File: src/rtl/pong_score_keeper.sv
// Pong score keeper: BCD points, games won and win detection packed for the 8-digit display.
// Optional WIN_BY_TWO_EN: a game also needs a 2-point lead (reaching 99 wins outright).
module pong_score_keeper #(
  parameter int WIN_SCORE = 11
) (
  input  logic        clk,
  input  logic        rst,
  input  logic        point_l,
  input  logic        point_r,
  input  logic        new_game,
  output logic [31:0] disp_word,
  output logic        game_over,
  output logic        winner
);

  typedef enum logic {PLAY, OVER} state_t;

  localparam logic [6:0] WIN7 = 7'(WIN_SCORE);

  state_t     state_q, state_d;
  logic       pl_q, pr_q, pn_q;
  logic [7:0] sl_q, sl_d, sr_q, sr_d;
  logic [7:0] gl_q, gl_d, gr_q, gr_d;
  logic       win_q, win_d;

  logic       ev_l, ev_r, ev_n;
  logic       add_l, add_r;
  logic       win_l, win_r;
  logic [7:0] inc_l, inc_r;
  logic [6:0] bin_il, bin_ir;

  // BCD +1, saturating at 99
  function automatic logic [7:0] bcd_inc(input logic [7:0] v);
    if (v == 8'h99)
      return v;
    else if (v[3:0] == 4'd9)
      return {v[7:4] + 4'd1, 4'd0};
    else
      return {v[7:4], v[3:0] + 4'd1};
  endfunction

  function automatic logic [6:0] bcd_bin(input logic [7:0] v);
    return 7'(v[7:4]) * 7'd10 + 7'(v[3:0]);
  endfunction

  assign ev_l = point_l & ~pl_q;
  assign ev_r = point_r & ~pr_q;
  assign ev_n = new_game & ~pn_q;

  assign add_l = (state_q == PLAY) & ~ev_n & ev_l & ~ev_r;
  assign add_r = (state_q == PLAY) & ~ev_n & ev_r & ~ev_l;

  assign inc_l  = bcd_inc(sl_q);
  assign inc_r  = bcd_inc(sr_q);
  assign bin_il = bcd_bin(inc_l);
  assign bin_ir = bcd_bin(inc_r);

`ifdef WIN_BY_TWO_EN
  logic [6:0] bin_l, bin_r;
  assign bin_l = bcd_bin(sl_q);
  assign bin_r = bcd_bin(sr_q);
  assign win_l = (bin_il >= WIN7 && bin_il >= bin_r + 7'd2)
               || inc_l == 8'h99;
  assign win_r = (bin_ir >= WIN7 && bin_ir >= bin_l + 7'd2)
               || inc_r == 8'h99;
`else
  assign win_l = bin_il >= WIN7;
  assign win_r = bin_ir >= WIN7;
`endif

  always_comb begin
    state_d = state_q;
    sl_d    = sl_q;
    sr_d    = sr_q;
    gl_d    = gl_q;
    gr_d    = gr_q;
    win_d   = win_q;
    unique case (1'b1)
      ev_n: begin
        sl_d    = 8'h00;
        sr_d    = 8'h00;
        state_d = PLAY;
      end
      add_l: begin
        sl_d = inc_l;
        if (win_l) begin
          gl_d    = bcd_inc(gl_q);
          win_d   = 1'b0;
          state_d = OVER;
        end
      end
      add_r: begin
        sr_d = inc_r;
        if (win_r) begin
          gr_d    = bcd_inc(gr_q);
          win_d   = 1'b1;
          state_d = OVER;
        end
      end
      default: ;
    endcase
  end

  always_ff @(posedge clk or posedge rst) begin
    if (rst) begin
      state_q <= PLAY;
      pl_q    <= 1'b0;
      pr_q    <= 1'b0;
      pn_q    <= 1'b0;
      sl_q    <= 8'h00;
      sr_q    <= 8'h00;
      gl_q    <= 8'h00;
      gr_q    <= 8'h00;
      win_q   <= 1'b0;
    end else begin
      state_q <= state_d;
      pl_q    <= point_l;
      pr_q    <= point_r;
      pn_q    <= new_game;
      sl_q    <= sl_d;
      sr_q    <= sr_d;
      gl_q    <= gl_d;
      gr_q    <= gr_d;
      win_q   <= win_d;
    end
  end

  assign disp_word = {sl_q, gl_q, gr_q, sr_q};
  assign game_over = (state_q == OVER);
  assign winner    = win_q;

endmodule

File: config.mk
export PLATFORM = sky130hd
export DESIGN_NAME = pong_score_keeper
export DESIGN_NICKNAME = d
export VERILOG_FILES = /design/src/rtl/pong_score_keeper.sv
export SDC_FILE = /design/constraint.sdc
export NUM_CORES = 1
export LEC_CHECK = 0
export CORE_ASPECT_RATIO = 0.9
export CORE_UTILIZATION = 55
export DETAILED_ROUTE_END_ITERATION = 10
export GPL_ROUTABILITY_DRIVEN = 0
export PLACE_DENSITY = 0.85
export RECOVER_POWER = 50
export SLEW_MARGIN = 20
export SYNTH_ARGS = -nofsm -noshare
export SYNTH_HDL_FRONTEND = slang
export SYNTH_SLANG_ARGS = --single-unit
File: constraint.sdc
create_clock -name clk -period 5.47 [get_ports clk]
set_input_delay 1.094 -clock clk [delete_from_list [all_inputs] [get_ports clk]]
set_output_delay 1.094 -clock clk [all_outputs]
set_load 0.01 [all_outputs]
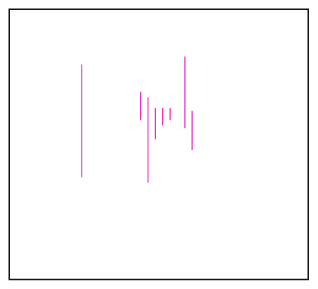
**Above:** M4 wires.
Scale: 4 px per µm.
The layer holds 1.8% of the routed length. The longest straight run is 27.9 µm. The layer carries 97.2 µm of wire. 8 nets have wire on it. The wires run mostly vertical.

==> metrics.yaml <==
die:
  die_area_um2: 4997
  die_height_um: 67.17
  coreArea_um2: 4489
  pin_count: 39
  rows: 23
final_timing:
  rsz0062_at_grt: "no"
  setup_viol: 0
  tns_ps: 0
  hold_ws_ps: 491.2
  slew_violations: 38
  fmax_mhz: 222.9
  maxSlewHeadroom_pct: -32.67
worst_setup_path:
  cp.arrival_ps: 4660
  r2r_slack_ps: 980
  path_depth: 16
  worstSetupEndpointType: "register"
  crit_start: "sl_q[4]"
  cp_max_fo: 7
  crit_type: "register to register"
  reg2regPathDepth: 16
grt:
  grt_max_degree: 38
  grt_pass1_vias: 1941
  grt.total_usage_pct: 23.58
  grt_pass1_wl_mm: 8.928
clocking:
  cts_buffers: 5
  cts_root_buffer: "clkbuf_8"
route:
  drc: 0
  top_layer_used: "met4"
  routed_via_density: 5.719
  met1_length_mm: 2.576
layout:
  final_area_um2: 3157
  antenna_cells: 0
  nFillCells: 364
synth:
  synth.avg_cell_area_um2: 9.436
  ys_seq_share_pct: 35.68
  top_area_cell: "dfrtp_1"
  ff_type: "dfrtp_1"
  synth_top_cell_by_count: "dfrtp_1"
  ys_warn_count: 0
outcome:
  status: "complete, but fails checks"
  violations: "max-capacitance violations, max-slew violations"
pwr:
  cellLeakagePower_nw: 1.476
  ir_drop_mv: 0.2214
flow_run:
  cap_violations: 1
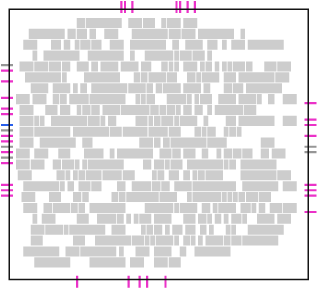
**Above:** ports around the boundary.
Scale: 4 px per µm. Pins as bars across the die edge, other pins in gray.
Blue shows `rst`, pins 1, direction input, edge left. Magenta shows `disp_word`, pins 32, direction output, edge 12 left, 8 right, 7 top, 5 bottom.

==> registers in the layout, indices dropped and copies added (netlist names) <==
| signal | count |
|---|---|
| pn_q | 1 |
| pr_q | 1 |
| winner | 1 |
| sl_q | 8 |
| game_over | 1 |
| sr_q | 8 |
| gr_q | 8 |
| pl_q | 1 |
| gl_q | 8 |
==> through the flow <==
stage	power, W	worst slack, ps	instances	util, %
floorplan	0.0006042	1302	275	-
global placement	0.0007595	1208	373	67.84
detailed placement	0.0007697	1025	373	67.84
CTS	0.001022	1004	381	70.51
global route	0.001067	664.1	381	70.32
finish	0.001002	983.2	381	70.32
==> placed cells by master, fill, tap and decap left out, types with 2 or more instances in the layout <==
cell type | netlist | layout
dfrtp_1 | 37 | 37
nand2_1 | 26 | 26
ha_1 | 24 | 24
clkdlybuf4s50_1 | 0 | 24
inv_1 | 22 | 22
nor2_1 | 21 | 21
a21oi_1 | 16 | 16
dlygate4sd3_1 | 0 | 14
xor2_1 | 13 | 13
nor3_1 | 10 | 11
xnor2_1 | 10 | 10
nand3_1 | 10 | 10
nand2b_1 | 9 | 9
o21ai_0 | 6 | 6
clkbuf_8 | 0 | 6
nor2b_1 | 5 | 5
and3b_1 | 4 | 4
or3_1 | 4 | 4
a211oi_1 | 4 | 4
fa_1 | 4 | 4
a31oi_1 | 3 | 3
mux2i_1 | 3 | 3
o21a_1 | 3 | 3
a21o_1 | 3 | 3
nand3b_1 | 3 | 3
nand4_1 | 2 | 2
o22ai_1 | 2 | 2
and3_1 | 2 | 2
o31ai_1 | 2 | 2
==> metal layers <==
layer  up-vias  GRT usage (%)
li1       1043              -
met1      1034          33.40
met2        85          36.26
met3        17          5.522
met4         0          6.368
met5         -              0
==> cell families (layout without fill, tap and decap cells) <==
family                   Yosys count  after routing  synth area share, %
AND/OR/NAND/NOR                  107            107                22.71
AND-OR/OR-AND                     49             49                12.68
flip-flops                        37             37                35.68
adder cells (fa/ha/maj)           28             28                14.66
buffers and inverters             26             70                4.050
XOR/XNOR                          24             24                8.630
multiplexers                       4              4                1.591
==> worst min-delay path by stage <==
stage,depth (start not counted),to,from,slack (ps)
after global routing,1,gr_q[7],gr_q[7],520
after CTS,1,gl_q[7],gl_q[7],500
final,1,gl_q[7],gl_q[7],490
after floorplan,1,winner,winner,520
after global placement,1,winner,winner,480
after detailed placement,1,winner,winner,480
==> report_power, final <==
part	internal [W]	switching [W]	total [W]	leakage (nW)
Sequential	0.000330	0.0000732	0.000403	0.475
Clock	0.000148	0.000100	0.000248	0.0574
Combinational	0.000186	0.000165	0.000351	0.943
Total	0.000664	0.000338	0.00100	1.48
==> area by class of cell <==
cell class | instances | area, µm² | area share [%]
multi-input cells | 212 | 1559 | 49.39
flip-flops and latches | 37 | 925.9 | 29.33
repair buffers | 40 | 391.6 | 12.41
clock inverters | 2 | 37.54 | 1.189
well taps | 62 | 77.57 | 2.457
clock buffers | 6 | 82.58 | 2.616
inverters | 22 | 82.58 | 2.616
Power figures rest on the tool's default switching activity, not on a simulated workload.
